Figure 1. Cell outlines without signal wires.
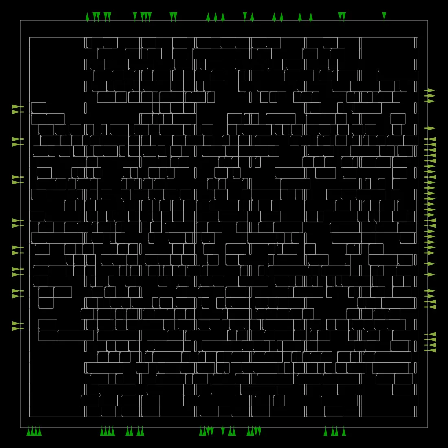
Figure 2. Logic cells by family.
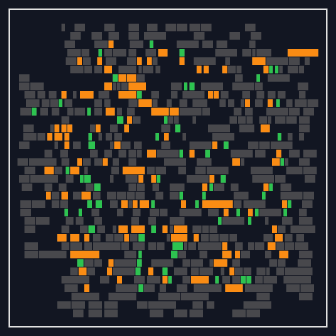
Figure 3. Placed cells, one color a class.
Scale bar: 20 um.
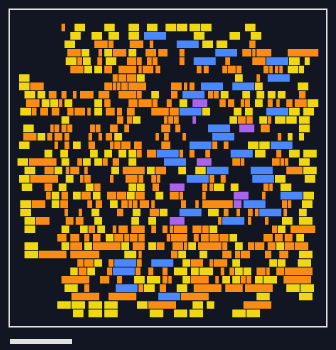
Figure 4. The metal 2 layer.
Cells faint in the background.
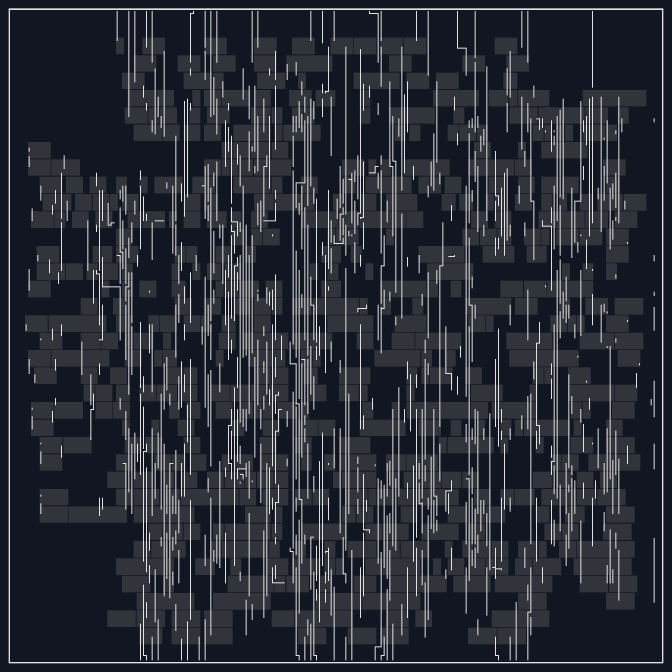
Figure 5. Routed clock nets over the placement.
Scale bar: 20 um.
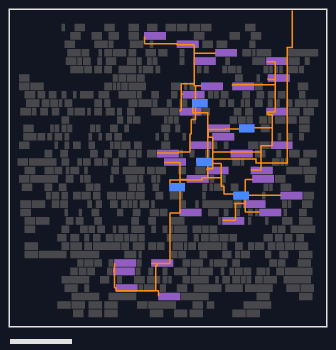
### src/rtl/add_rr_pipe_if.sv
// rtl/add_rr_pipe_if.sv - operand-read and result-write FIFO bank interfaces
//
// read_interface  : one FWFT FIFO per flux behind a shared tagged data bus.
//    dout  [WIDTH]  data of the flux being read (tag in the upper bits)
//    empty [FLUX]   per-flux empty
//    read  [FLUX]   per-flux pop strobe, taken at the rising clock edge
// write_interface : one FIFO per flux behind a shared tagged data bus.
//    din   [WIDTH]  {tag, data}; the tag selects the destination FIFO
//    write [1]      push strobe
//    full  [FLUX]   per-flux full

interface read_interface #(
   parameter int FLUX  = 2,
   parameter int WIDTH = 28
);
   logic [WIDTH-1:0] dout;
   logic [FLUX-1:0]  empty;
   logic [FLUX-1:0]  read;

   modport actor (input dout, input empty, output read);
   modport fifo  (output dout, output empty, input read);
endinterface

interface write_interface #(
   parameter int FLUX  = 2,
   parameter int WIDTH = 28
);
   logic [WIDTH-1:0] din;
   logic             write;
   logic [FLUX-1:0]  full;

   modport actor (output din, output write, input full);
   modport fifo  (input din, input write, output full);
endinterface

### src/rtl/add_rr_pipe.sv
// rtl/add_rr_pipe.sv - pipelined round-robin multi-flux signed adder actor
//
// Pops one operand pair per cycle from the flux chosen by a round-robin
// arbiter, adds the two signed operands and registers {flux, sum} into the
// result FIFO bank one cycle later. Each flux has a sticky overflow flag.
//
// Optional build macro ADD_SATURATE_EN: overflowing sums clamp to the most
// positive / most negative value instead of wrapping.
//
// Ports:
//    clk            system clock, all state on the rising edge
//    rst_n          synchronous active-low reset
//    read_port_opA  operand A bank (dout, empty[FLUX], read[FLUX])
//    read_port_opB  operand B bank (dout, empty[FLUX], read[FLUX])
//    write_port_sum result bank (din, write, full[FLUX])
//    ovf            sticky per-flux signed-overflow flag

module add_rr_pipe #(
   parameter int FLUX       = 2,
   parameter int DATA_WIDTH = 27,
   parameter int TAG_WIDTH  = $clog2(FLUX)
) (
   input  logic            clk,
   input  logic            rst_n,
   read_interface.actor    read_port_opA,
   read_interface.actor    read_port_opB,
   write_interface.actor   write_port_sum,
   output logic [FLUX-1:0] ovf
);
   localparam int MSB = DATA_WIDTH - 1;

   logic                  out_valid;
   logic [TAG_WIDTH-1:0]  out_tag;
   logic [DATA_WIDTH-1:0] out_data;
   logic [TAG_WIDTH-1:0]  rr_ptr;

   logic [FLUX-1:0]       eligible;
   logic                  gnt_valid;
   logic [TAG_WIDTH-1:0]  gnt_idx;
   logic [TAG_WIDTH-1:0]  rr_next;
   logic [FLUX-1:0]       gnt_onehot;

   logic [DATA_WIDTH-1:0] op_a;
   logic [DATA_WIDTH-1:0] op_b;
   logic [DATA_WIDTH-1:0] sum_wrap;
   logic [DATA_WIDTH-1:0] sum_res;
   logic                  sum_ovf;
   logic                  unused_tags;

   // The flux whose result sits in the output register is held off for one
   // cycle: its full flag was checked before that write lands, so the slot
   // the write consumes has to be reserved.
   always_comb begin
      for (int i = 0; i < FLUX; i++) begin
         eligible[i] = !read_port_opA.empty[i] && !read_port_opB.empty[i] &&
                       !write_port_sum.full[i] &&
                       !(out_valid && (int'(out_tag) == i));
      end
   end

   // First eligible flux searching upward from rr_ptr, wrapping at FLUX.
   always_comb begin : arbiter
      int idx;
      idx       = 0;
      gnt_valid = 1'b0;
      gnt_idx   = '0;
      for (int k = 0; k < FLUX; k++) begin
         idx = int'(rr_ptr) + k;
         if (idx >= FLUX) begin
            idx = idx - FLUX;
         end
         if (!gnt_valid && eligible[idx]) begin
            gnt_valid = 1'b1;
            gnt_idx   = TAG_WIDTH'(idx);
         end
      end
   end

   assign rr_next = (int'(gnt_idx) == FLUX - 1) ? '0 : gnt_idx + TAG_WIDTH'(1);

   // Reads are killed during reset so no operand is popped into a stage
   // that is being cleared.
   always_comb begin
      gnt_onehot = '0;
      if (rst_n && gnt_valid) begin
         gnt_onehot[gnt_idx] = 1'b1;
      end
   end

   assign read_port_opA.read = gnt_onehot;
   assign read_port_opB.read = gnt_onehot;

   // Operand tag fields are not used: the granted index is the output tag.
   assign op_a        = read_port_opA.dout[DATA_WIDTH-1:0];
   assign op_b        = read_port_opB.dout[DATA_WIDTH-1:0];
   assign unused_tags = ^{read_port_opA.dout[DATA_WIDTH+TAG_WIDTH-1:DATA_WIDTH],
                          read_port_opB.dout[DATA_WIDTH+TAG_WIDTH-1:DATA_WIDTH]};

   assign sum_wrap = op_a + op_b;
   assign sum_ovf  = (op_a[MSB] == op_b[MSB]) && (sum_wrap[MSB] != op_a[MSB]);

`ifdef ADD_SATURATE_EN
   always_comb begin
      sum_res = sum_wrap;
      if (sum_ovf) begin
         sum_res = op_a[MSB] ? {1'b1, {MSB{1'b0}}} : {1'b0, {MSB{1'b1}}};
      end
   end
`else
   assign sum_res = sum_wrap;
`endif

   always_ff @(posedge clk) begin
      if (!rst_n) begin
         out_valid <= 1'b0;
         out_tag   <= '0;
         out_data  <= '0;
         rr_ptr    <= '0;
         ovf       <= '0;
      end else begin
         out_valid <= gnt_valid;
         if (gnt_valid) begin
            out_tag  <= gnt_idx;
            out_data <= sum_res;
            rr_ptr   <= rr_next;
            if (sum_ovf) begin
               ovf[gnt_idx] <= 1'b1;
            end
         end
      end
   end

   // A result still in the output register while reset is sampled is
   // dropped rather than pushed into the result bank.
   assign write_port_sum.write = out_valid && rst_n;
   assign write_port_sum.din   = {out_tag, out_data};

endmodule

### src/flat_wrapper.sv
// flat-port wrapper written by rule: the top's interface ports become plain ports
module add_rr_pipe_flat 
#(
   parameter int FLUX       = 2,
   parameter int DATA_WIDTH = 27,
   parameter int TAG_WIDTH  = $clog2(FLUX)
)
  (clk, rst_n, ovf, read_port_opA_dout, read_port_opA_empty, read_port_opA_read, read_port_opB_dout, read_port_opB_empty, read_port_opB_read, write_port_sum_din, write_port_sum_write, write_port_sum_full);
  read_interface #(.FLUX(FLUX), .WIDTH(((27) + (2)))) read_port_opA_i ();
  read_interface #(.FLUX(FLUX), .WIDTH(((27) + (2)))) read_port_opB_i ();
  write_interface #(.FLUX(FLUX), .WIDTH(((27) + (2)))) write_port_sum_i ();
  input  logic clk;
  input  logic rst_n;
  output logic [FLUX-1:0] ovf;
  input wire logic [$bits(read_port_opA_i.dout)-1:0] read_port_opA_dout;
  input wire logic [$bits(read_port_opA_i.empty)-1:0] read_port_opA_empty;
  output wire logic [$bits(read_port_opA_i.read)-1:0] read_port_opA_read;
  input wire logic [$bits(read_port_opB_i.dout)-1:0] read_port_opB_dout;
  input wire logic [$bits(read_port_opB_i.empty)-1:0] read_port_opB_empty;
  output wire logic [$bits(read_port_opB_i.read)-1:0] read_port_opB_read;
  output wire logic [$bits(write_port_sum_i.din)-1:0] write_port_sum_din;
  output wire logic [$bits(write_port_sum_i.write)-1:0] write_port_sum_write;
  input wire logic [$bits(write_port_sum_i.full)-1:0] write_port_sum_full;
  assign read_port_opA_i.dout = read_port_opA_dout;
  assign read_port_opA_i.empty = read_port_opA_empty;
  assign read_port_opA_read = read_port_opA_i.read;
  assign read_port_opB_i.dout = read_port_opB_dout;
  assign read_port_opB_i.empty = read_port_opB_empty;
  assign read_port_opB_read = read_port_opB_i.read;
  assign write_port_sum_din = write_port_sum_i.din;
  assign write_port_sum_write = write_port_sum_i.write;
  assign write_port_sum_i.full = write_port_sum_full;
  add_rr_pipe #(.FLUX(FLUX), .DATA_WIDTH(DATA_WIDTH), .TAG_WIDTH(TAG_WIDTH)) u_core (.clk(clk), .rst_n(rst_n), .read_port_opA(read_port_opA_i), .read_port_opB(read_port_opB_i), .write_port_sum(write_port_sum_i), .ovf(ovf));
endmodule
### config.mk
export PLATFORM = sky130hd
export DESIGN_NAME = add_rr_pipe_flat
export DESIGN_NICKNAME = d
export VERILOG_FILES = /design/src/rtl/add_rr_pipe_if.sv /design/src/rtl/add_rr_pipe.sv /design/src/flat_wrapper.sv
export SDC_FILE = /design/constraint.sdc
export NUM_CORES = 1
export LEC_CHECK = 0
export ABC_CLOCK_PERIOD_IN_PS = 2400
export CELL_PAD_IN_SITES_DETAIL_PLACEMENT = 0
export CELL_PAD_IN_SITES_GLOBAL_PLACEMENT = 1
export CORE_MARGIN = 2
export CORE_UTILIZATION = 28
export CTS_CLUSTER_SIZE = 8
export DETAILED_ROUTE_END_ITERATION = 6
export PLACE_DENSITY_LB_ADDON = 0.1
export SKIP_CTS_REPAIR_TIMING = 1
export SLEW_MARGIN = 30
export SYNTH_ARGS = -nofsm -noshare
export SYNTH_HDL_FRONTEND = slang
export SYNTH_SLANG_ARGS = --single-unit
### constraint.sdc
create_clock -name clk -period 2.4 [get_ports clk]
set_input_delay 0.48 -clock clk [delete_from_list [all_inputs] [get_ports clk]]
set_output_delay 0.48 -clock clk [all_outputs]
set_load 0.02 [all_outputs]
==> results.toml <==
# implementation run metrics
[power_and_ir_drop]
net-switching-power_uw = 715
swShare = 0.343
logic_gate_share_of_total_power = 0.505
pwrdens_mw_per_mm2 = 416
vdd_drop_max_uv = 179
power.internal_mw = 1.37
pwr-share-seq = 0.287
total_power_mw = 2.08
cellLeakagePower_nw = 2.30
share_clk_of_total_power = 0.208

[grt]
busiest_layer = "met2"
first_global_vias = 3017
number_of_antenna_violations_at_the_first_check_in_global_routing = 0
groute.layer.met1.usage = 0.221
global_route.usage.met2 = 0.293
grt_pass1_wl_um = 14100
grt_overflow = 0
grt_usage = 0.168
grt.met3_usage = 0.0253
largest_net_degree_at_the_start_of_global_routing = 24

[critical_path]
critPathMaxStageDelay_ps = 450
worstSetupEndpointType = "primary output"
path_max_fanout = 2
timing.reg2reg.setup_slack_ps = 570
critical_path.startpoint_type = "input port"
critPathArrivalTime_ps = 1860
cp_cell_sequence = "clkdlybuf4s50_1 -> a2111oi_4 -> buf_4 -> o21ai_2 -> nor2_1 -> clkbuf_2"
timing_worst_setup_path_type = "in2out"
crit-reg2reg-capture = "u_core.out_data[23]"
critPathRequiredTime_ps = 1920
timing.rr.start = "u_core.out_valid"
slowest_stage = "sky130_fd_sc_hd__clkdlybuf4s50_1"
worst_setup_path_endpoint = "read_port_opA_read[1]"
cpLargestDelayFamily = "buffers and inverters"
timing.critical_path.depth = 6
critical_path_buf_inv_count = 3
crit_start = "write_port_sum_full[1]"
r2r_depth = 8

[logic_synthesis]
edff_count_synth = 0
area_share_of_fa_ha_maj_cells_after_synthesis = 0.128
number_of_different_library_cells_in_the_post_synthesis_netlist = 61
ys_cells = 352
netlist_instances = 352
synth.logic.top_family = "AND-OR/OR-AND gates"
synth.yosys.chip_area_sq_mm = 0.00270
ffs_w_async_s_r_synth = 0
xor_xnor_share_of_the_synthesized_area = 0.0616
yosysSeqAreaShare = 0.237
synthesized_cell_area_sq_mm = 0.00270
synth-warning-count = 0
aoi_share = 0.301
mappedNetlistNets = 445
syn-mean-instance-area_sq_um = 7.67
yosys.area_share.simple = 0.200
ff_type = "sky130_fd_sc_hd__dfxtp_1"
mux_area_frac = 0.0148
yosys_register_bits = 32

[cells_and_area]
final-instance-count-excl-fill = 663
finalInstanceArea_sq_mm = 0.00500
layout-drive-gt1-share = 0.318
area_delta_synth_final_pct = 85.1
final_util = 0.539
finalNetCount = 626
mostFrequentLayoutCells = "99 x sky130_fd_sc_hd__buf_4, 65 x sky130_fd_sc_hd__clkdlybuf4s50_1, 36 x sky130_fd_sc_hd__nand2_1"
most_common_library_cell_in_the_layout_ignoring_fill_and_taps = "sky130_fd_sc_hd__buf_4"
antenna_cells = 0

[final_timing]
clock-skew-final_ps = 11.5
fmax_ghz = 0.427
timing_max_transition_violations_final = 0
timing.final.crit_share = 0.976
report.final.setup_viol = 0
hold_slack_ps = 450
fin_setup_tns_ps = 0
hold_viol = 0
finalWorstSetupSlack_ps = 57.7
layout_min_cycle_time_ps = 2340

[hold_path]
hold_class = "reg2reg"
hold-path-endpoint = "u_core.out_data[1]"
min-delay-start = "u_core.out_data[1]"
whs_path_depth = 2

[detailed_routing]
met1_length_um = 4300
met3_wirelength_um = 448
routed_via_density = 4.78
vias = 3171
highest-signal-layer = "met4"
drc_errors = 0
ant_nets = 0
drt_iter0_markers = 83
wl_met2_um = 4470
drtPass1Iterations = 4
wl_final_um = 9290
route.detailed.wl_per_inst_um = 14.0

[placed_design]
dpl.hpwl_um = 7420
dp_cells = 647
gpl.final_weighted_congestion = 0.848
dpl_cell_area_sq_mm = 0.00440
pre_cts_slack_ps = -643
io_buffer_count = 96

[status]
status = "finished clean"

[clock_tree]
clock_latency_ps = 280
clk_path_buf_depth = 2
ctsHtreeMaxLevel = 2
cts-buffers-inserted = 5
tritoncts = "done"
cts.reportedPaths.clkPinSlew_ps = 60
clock_sinks = 32
cts.root.buffer_cell = "sky130_fd_sc_hd__clkbuf_8"

[floorplan]
die.size.x_um = 102
floorplan.io_pins = 102
die_h_um = 102
rows = 35
design.die.area_sq_mm = 0.0104
fp-utilization = 0.291

[run]
stage_log_warnings = 30
maxCapViolations = 0
About Figure 1:
flop share of the area: 0.128
area of the core: 0.00928 sq mm

About Figure 2:
Green shows NAND gates, cells 63. Orange shows inverting AOI/OAI gates, cells 98, where widely spread.

About Figure 3:
Orange shows combinational and other logic, cells 298, share of their area 48%. Blue shows flops, cells 32, share of their area 13%. Purple shows clock drivers and dummy loads, cells 8, share of their area 1.9%. Yellow shows other buffers and delay cells, cells 196, share of their area 36%.

About Figure 4:
546 nets have wire on it. The longest straight run is 44.2 um. The layer holds 48% of the routed length. The layer carries 4470 um of wire.

About Figure 5:
Purple shows flip-flops, count 32. Blue shows clock drivers, count 5. Orange shows clock wires, length 482 um.
There are 6 routed clock nets.

## flip-flops by register name (all words and copies together), names as in the netlist
| name | count |
|---|---|
| u_core.out_data | 27 |
| u_core.ovf | 2 |
| u_core.out_tag | 1 |
| u_core.out_valid | 1 |
| u_core.rr_ptr | 1 |
## cells in the mapped netlist (6+ instances only)
master	number	area, sq um
sky130_fd_sc_hd__ha_1	26	325
sky130_fd_sc_hd__o21ai_0	26	130
sky130_fd_sc_hd__clkbuf_1	9	33.8
sky130_fd_sc_hd__nand2_1	37	139
sky130_fd_sc_hd__nor2_1	20	75.1
sky130_fd_sc_hd__buf_2	6	30.0
sky130_fd_sc_hd__nor3_1	11	55.1
sky130_fd_sc_hd__a211oi_1	8	60.1
sky130_fd_sc_hd__xor2_1	9	78.8
sky130_fd_sc_hd__inv_1	9	33.8
sky130_fd_sc_hd__a21oi_1	36	180
sky130_fd_sc_hd__xnor2_1	10	87.6
sky130_fd_sc_hd__dfxtp_1	32	641
sky130_fd_sc_hd__nand3_1	18	90.1
sky130_fd_sc_hd__a21o_1	13	97.6
sky130_fd_sc_hd__nand4_1	6	37.5
## cell type report
cell class,count,area [sq um]
clock inverters,1,7.51
flip-flops and latches,32,641
multi-input cells,288,2300
repair buffers,196,1760
inverters,10,37.5
clock buffers,7,86.3
fillers,921,4280
well taps,129,161
## power by group through the flow
stage / combinational [mW] / clock [mW] / sequential (mW)
6_report: 1.05 / 0.434 / 0.597
5_1_grt: 1.15 / 0.472 / 0.602
4_1_cts: 0.932 / 0.449 / 0.595
3_5_place_dp: 0.929 / 0 / 0.607
3_3_place_gp: 0.924 / 0 / 0.607
2_1_floorplan: 0.415 / 0 / 0.651
## logic make-up after synthesis
family,after synthesis
compound gates,123
simple gates,114
flops,32
buf+inv,32
fa+ha+maj,27
xor+xnor,19
mux,4
other cells,1
Power and IR drop assume default switching activity.
